**src/rtl/mux_n_pipe_if.sv**
```systemverilog
// Handshake bundle for mux_n_pipe: upstream select/data beat, flush,
// downstream result beat and select-error flags.
interface mux_n_pipe_if #(
  parameter int WORD_SIZE  = 32,
  parameter int NUM_INPUTS = 4
);
  localparam int SEL_WIDTH = $clog2(NUM_INPUTS);

  logic                            in_valid;
  logic                            in_ready;
  logic [SEL_WIDTH-1:0]            sel;
  logic [NUM_INPUTS*WORD_SIZE-1:0] data_in;
  logic                            flush;
  logic                            out_valid;
  logic                            out_ready;
  logic [WORD_SIZE-1:0]            out_data;
  logic                            out_sel_err;
  logic                            sel_err_sticky;

  modport master (
    output in_valid, sel, data_in, flush, out_ready,
    input  in_ready, out_valid, out_data, out_sel_err, sel_err_sticky
  );

  modport slave (
    input  in_valid, sel, data_in, flush, out_ready,
    output in_ready, out_valid, out_data, out_sel_err, sel_err_sticky
  );
endinterface

```
**src/rtl/mux_n_pipe.sv**
```systemverilog
// Registered N-to-1 operand select with a main register plus one skid entry,
// out-of-range select flagging and a synchronous flush.
module mux_n_pipe #(
  parameter int WORD_SIZE  = 32,
  parameter int NUM_INPUTS = 4    // must be at least 2
) (
  input  logic        clk,
  input  logic        rst,
  mux_n_pipe_if.slave bus
);
  localparam int SEL_WIDTH = $clog2(NUM_INPUTS);

  typedef enum logic [1:0] {EMPTY, HALF, FULL} state_t;

  typedef struct packed {
    logic                 err;
    logic [WORD_SIZE-1:0] data;
  } beat_t;

  state_t state;
  beat_t  main_q, skid_q, cap;
  logic   sticky_q;
  logic   accept, drain;

  // Out-of-range selects capture zero rather than an undefined channel.
  always_comb begin
    cap     = '0;
    cap.err = (32'(bus.sel) >= NUM_INPUTS);
    for (int i = 0; i < NUM_INPUTS; i++)
      if (bus.sel == SEL_WIDTH'(i))
        cap.data = bus.data_in[i*WORD_SIZE +: WORD_SIZE];
  end

  // Ready comes only from registered occupancy, never from out_ready.
  assign bus.in_ready = (state != FULL) && !rst;
  assign accept       = bus.in_valid && bus.in_ready;
  assign drain        = bus.out_valid && bus.out_ready;

  always_ff @(posedge clk or posedge rst) begin
    if (rst) begin
      state    <= EMPTY;
      main_q   <= '0;
      skid_q   <= '0;
      sticky_q <= 1'b0;
    end else begin
      // The sticky flag records illegal beats even if they are squashed.
      if (accept && cap.err) sticky_q <= 1'b1;
      if (bus.flush) begin
        state <= EMPTY;
      end else begin
        unique case (state)
          EMPTY: if (accept) begin
            main_q <= cap;
            state  <= HALF;
          end
          HALF: begin
            if (accept && drain) begin
              main_q <= cap;
            end else if (accept) begin
              skid_q <= cap;
              state  <= FULL;
            end else if (drain) begin
              state  <= EMPTY;
            end
          end
          FULL: if (drain) begin
            main_q <= skid_q;
            state  <= HALF;
          end
          default: state <= EMPTY;
        endcase
      end
    end
  end

  assign bus.out_valid      = (state != EMPTY);
  assign bus.out_data       = main_q.data;
  assign bus.out_sel_err    = main_q.err;
  assign bus.sel_err_sticky = sticky_q;
endmodule

```
**src/flat_wrapper.sv**
```systemverilog
// flat-port wrapper written by rule: the top's interface ports become plain ports
module mux_n_pipe_flat 
#(
  parameter int WORD_SIZE  = 32,
  parameter int NUM_INPUTS = 4                         
)
  (clk, rst, bus_in_valid, bus_sel, bus_data_in, bus_flush, bus_out_ready, bus_in_ready, bus_out_valid, bus_out_data, bus_out_sel_err, bus_sel_err_sticky);
  mux_n_pipe_if #(.WORD_SIZE(WORD_SIZE), .NUM_INPUTS(NUM_INPUTS)) bus_i ();
  input  logic clk;
  input  logic rst;
  input wire logic [$bits(bus_i.in_valid)-1:0] bus_in_valid;
  input wire logic [$bits(bus_i.sel)-1:0] bus_sel;
  input wire logic [$bits(bus_i.data_in)-1:0] bus_data_in;
  input wire logic [$bits(bus_i.flush)-1:0] bus_flush;
  input wire logic [$bits(bus_i.out_ready)-1:0] bus_out_ready;
  output wire logic [$bits(bus_i.in_ready)-1:0] bus_in_ready;
  output wire logic [$bits(bus_i.out_valid)-1:0] bus_out_valid;
  output wire logic [$bits(bus_i.out_data)-1:0] bus_out_data;
  output wire logic [$bits(bus_i.out_sel_err)-1:0] bus_out_sel_err;
  output wire logic [$bits(bus_i.sel_err_sticky)-1:0] bus_sel_err_sticky;
  assign bus_i.in_valid = bus_in_valid;
  assign bus_i.sel = bus_sel;
  assign bus_i.data_in = bus_data_in;
  assign bus_i.flush = bus_flush;
  assign bus_i.out_ready = bus_out_ready;
  assign bus_in_ready = bus_i.in_ready;
  assign bus_out_valid = bus_i.out_valid;
  assign bus_out_data = bus_i.out_data;
  assign bus_out_sel_err = bus_i.out_sel_err;
  assign bus_sel_err_sticky = bus_i.sel_err_sticky;
  mux_n_pipe #(.WORD_SIZE(WORD_SIZE), .NUM_INPUTS(NUM_INPUTS)) u_core (.clk(clk), .rst(rst), .bus(bus_i));
endmodule
```
**config.mk**
```make
export PLATFORM = sky130hd
export DESIGN_NAME = mux_n_pipe_flat
export DESIGN_NICKNAME = d
export VERILOG_FILES = /design/src/rtl/mux_n_pipe_if.sv /design/src/rtl/mux_n_pipe.sv /design/src/flat_wrapper.sv
export SDC_FILE = /design/constraint.sdc
export NUM_CORES = 1
export LEC_CHECK = 0
export ABC_AREA = 1
export ABC_CLOCK_PERIOD_IN_PS = 2600
export CORE_ASPECT_RATIO = 2
export CORE_UTILIZATION = 44
export CTS_CLUSTER_DIAMETER = 200
export DETAILED_ROUTE_END_ITERATION = 12
export PLACE_DENSITY = 0.83
export SYNTH_ARGS = -nofsm -noshare
export SYNTH_HDL_FRONTEND = slang
export SYNTH_SLANG_ARGS = --single-unit
```
**constraint.sdc**
```tcl
create_clock -name clk -period 2.6 [get_ports clk]
set_input_delay 0.26 -clock clk [delete_from_list [all_inputs] [get_ports clk]]
set_output_delay 0.26 -clock clk [all_outputs]
set_load 0.1 [all_outputs]
```
### Signal wires by layer

Two of the layers only.
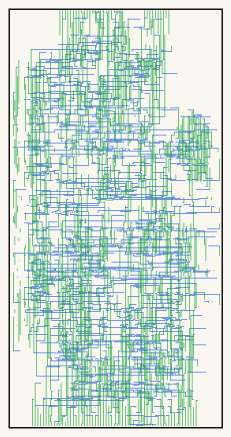
| layer | colour | wire length |
|---|---|---|
| M2 | green | 7110 um |
| M1 | blue | 4890 um |

### Clock nets

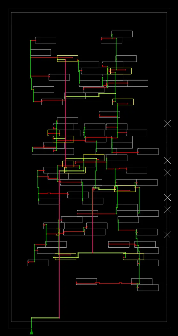
number of buffers created by CTS: 9
source-to-sink clock delay at the later pin of the worst-skew pair: 0.33 ns
Layout Skew: 0.00424 ns

### Sequential cells coloured by netlist name

Scale bar: 20 um. Other sequential cells in the stronger grey, the rest of the logic in the fainter grey.
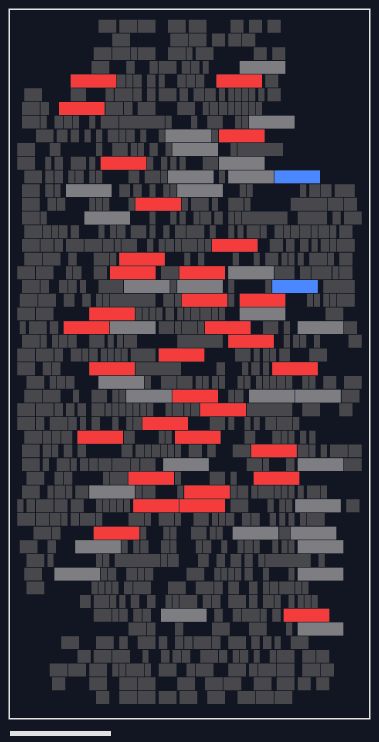
| netlist name | colour | flops |
|---|---|---|
| `u_core.skid_q` | red | 32 |
| `u_core.state` | blue | 2 |

### Close-up of the layout

Region (0, 85) to (40, 125) um. Cells in grey, sequential cells in the stronger grey; small squares are vias.
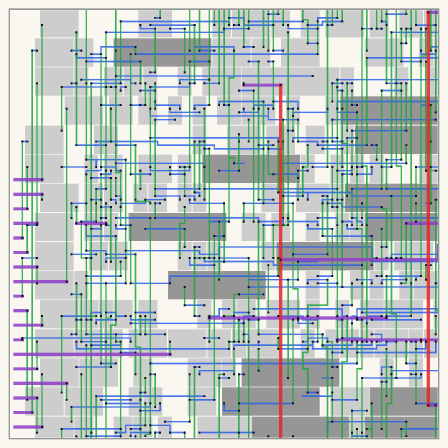
| layer | colour |
|---|---|
| M1 | blue |
| M3 | purple |
| M2 | green |
| M4 | red |
netlist names of flops here include: `u_core.bus.out_data` (8), `u_core.skid_q` (6)
most frequent: nand2_1 (56), clkdlybuf4s50_1 (28), nand3_1 (23)
sequential cells in the window: 14
cells with their middle in the window: 151

### Wires at chosen ports, followed through buffers

Scale bar: 20 um.
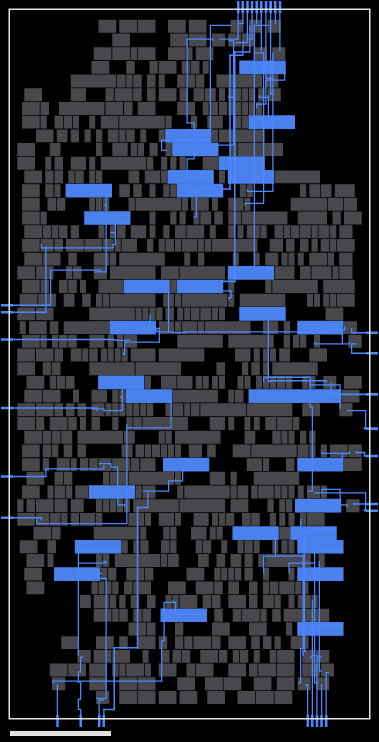
| port | colour | bits | direction | edge | end cells | buffers | wire |
|---|---|---|---|---|---|---|---|
| `bus_out_data` | blue | 32 | output | 10 north, 9 south, 7 east, 6 west | 32 | 32 | 1310 um |

==> changes_impl.md <==
### Physical design

* WL per Instance at 16.0 um
* Crit. End Element: register
* RSZ-0062 raised after global routing: false
* Terminus of the critical flop-to-flop path: u_core.skid_q[19]
* Met3 Routed Length at 793 um
* Fmax at 516 MHz
* Number of DRC markers in iteration 0 at 313
* Mux cell area share at 0%
* Setup slack on the worst flop-to-flop path at 0.66 ns
* Die X-Extent at 71.3 um
* Area taken by multi-input logic gates at 2300 um2
* CTS clk-pin slew, worst paths at 0.05 ns
* DRC violations left at 6
* Pins Over Slew Limit at 0
* Crit path launch: u_core.state[1]
* Sum of negative setup slack at 0 ns
* Count of standard-cell rows at 50
* Crit-path max cell delay at 0.48 ns
* Largest net degree at the start of global routing at 67
* Detailed Routing Iterations Pass 1 at 9
* Routed vias/inst at 5.35
* Number of port buffers at 168
* Worst setup endpoint: u_core.skid_q[19]
* Fraction of layout cells with a size suffix above 1 at 18.4%
* Critical Path AT at 2.13 ns
* Number of failing setup endpoints in the final timing report at 0
* Chip area at 10000 um2
* Length in cells of the worst reg-to-reg path at 6
* Leading register cell type out of synthesis: sky130_fd_sc_hd__dfrtp_1
* Synth Area in Compound Gates at 10.9%
* Result of the run: finished with violations
* Post-CTS setup buffer count at 0
* Cell area leaders: sky130_fd_sc_hd__dfrtp_1, sky130_fd_sc_hd__nand2_1, sky130_fd_sc_hd__nand3_1
* Routed metal-1 wire length at 4.89 mm
* GR Layer Usage met2 at 48.1%
* Quantity of hold-fixing buffers added after cts at 0
* Worst min path class: register to register
* Startpoint of the lowest-slack hold path: u_core.bus.out_data[23]
* Floorplan core area at 9320 um2
* Commonest Layout Cell: sky130_fd_sc_hd__nand2_1
* Gr ovfl total at 0
* HPWL after DPL at 10.1 mm
* Cell type with the largest total area: sky130_fd_sc_hd__dfrtp_1
* Largest delay share family, worst path: simple AND/OR/NAND/NOR gates
* Largest vdd supply drop at 0.483 mV
* Peak fanout along the critical path at 64
* Placed inst area at 5780 um2
* Adder Area Share at 0%
* Fin area at 6040 um2
* Min-Delay Endpoint: u_core.bus.out_data[23]
* Netlist area before placement at 4230 um2
* Synth-to-Final Area Change at 43.0%
* Crit path buf inv count at 1
* Global Route Usage Sum at 27.9%
* Total number of vias at 4547
* Fill cells at 795
* Minimum setup slack after placement at 0.482 ns
* Post-Synthesis Cells at 593
* CTS tree: built
* Type of the setup path with the least slack: register to register
* GR met1 Demand/Resource at 29.9%
* H-tree depth at 3
* Required time of the critical path at 2.79 ns
* Area share of the leading cell type in the synthesized netlist at 39.1%
* Static leakage power at 0.00294 uW
* Number of instances resized during post-cts repair at 0
* Antenna diode count at 0
* Floorplan die height at 141 um
* Avg Inst Size Synth at 7.13 um2
* Main kind of combinational logic by area: simple AND/OR/NAND/NOR gates
* CP startpoint kind: register
* Post-synth tally of flip-flops with integrated enable at 0
* Source of the worst register-to-register timing path: u_core.state[1]
* Tally of unique sky130hd cells used after synthesis at 24
* Synth Seq Share at 39.1%
* Crit path cell chain: nor2_2 > inv_2 > nor3_4 > nand2_4 > nand2_1 > o21ai_2
* Routed Antenna Nets at 0
* Max-cap violations at 0
* Number of endpoints with negative hold slack in the final report at 0
* Area of the synthesized netlist per yosys stat at 4230 um2
* Number of storage elements in the synthesis netlist at 66
* First-pass GRT wire length at 21.2 mm
* Xor+xnor area frac at 0%
* Leading post-synthesis cells by instance count: sky130_fd_sc_hd__nand2_1, sky130_fd_sc_hd__nand3_1, sky130_fd_sc_hd__dfrtp_1
* Minimum clock period at 1.94 ns
* Number of sinks on the clock net at 66
* Met3 Resource Use GR at 5.00%
* Top-Level Pins at 171
* Routability congestion estimate at 0.898
* Layer with the highest usage: met2
* Basic Gates by Area at 43.3%
* Via count of the first global-routing pass at 4434
* NumNets Final at 879
* Cell chosen for the clock root: sky130_fd_sc_hd__clkbuf_16
* Cell depth of the worst hold path at 2
* Maximum number of buffers from clock root to sink at 2
* Pin slew with the least headroom to its limit at 0.846 ns
* Count of placed standard cells including taps at 837
* Worst Slack Setup Final at 0.660 ns
* DR WL met2 at 7.10 mm
* Tool Warnings at 26
* Rel. slew slack at 43.6%
* Cells in synth_stat.txt at 593
* Most numerous cell in the Yosys netlist: sky130_fd_sc_hd__nand2_1
* Critical-path cell with the highest stage delay: sky130_fd_sc_hd__nand2_4
* Number of stages on the worst setup path at 6
* Areal power density over the cells at 779 nW/um2
* Share of flip-flops with an asynchronous set or reset after synthesis at 100%
* Routed WL at 13.6 mm
* Total area of sequential cells at 1650 um2
* Failing checks: DRC
* Number of antenna violations at the first check in global routing at 0
* Most frequent cells in the layout: sky130_fd_sc_hd__nand2_1, sky130_fd_sc_hd__clkdlybuf4s50_1, sky130_fd_sc_hd__nand3_1
* Final worst-path cycle share at 74.6%
* Core Density at Floorplan at 45.3%
* Warnings, synthesis at 0
* Post-Layout Cell Count at 850
* Uppermost layer routed: met4
==> per-stage QoR <==
stage	util (%)	total power, uW	hold slack, ns
finish	64.8	4710	0.469
global route	64.8	4900	0.495
CTS	64.8	4720	0.475
detailed placement	62.0	3620	0.462
global placement	62.0	3580	0.456
floorplan	-	3010	0.412
==> report_power, final <==
part,switching [uW],internal (uW),leakage [uW],total [uW]
clock network,414,681,0.000128,1090
registers,184,1310,0.000845,1490
logic,1540,584,0.00196,2120
==> state kept, by name, indices dropped and copies added, names as in the netlist <==
register	cells
u_core.bus.out_data	32
u_core.skid_q	32
u_core.state	2
==> layout make-up <==
type                    instances  share of cell area, %
repair buffers                177                   27.5
well taps                     104                   2.15
inverters                       9                  0.621
flip-flops and latches         66                   27.3
clock buffers                  13                   4.31
multi-input cells             481                   38.1
Power is estimated from default activity; no workload was simulated.
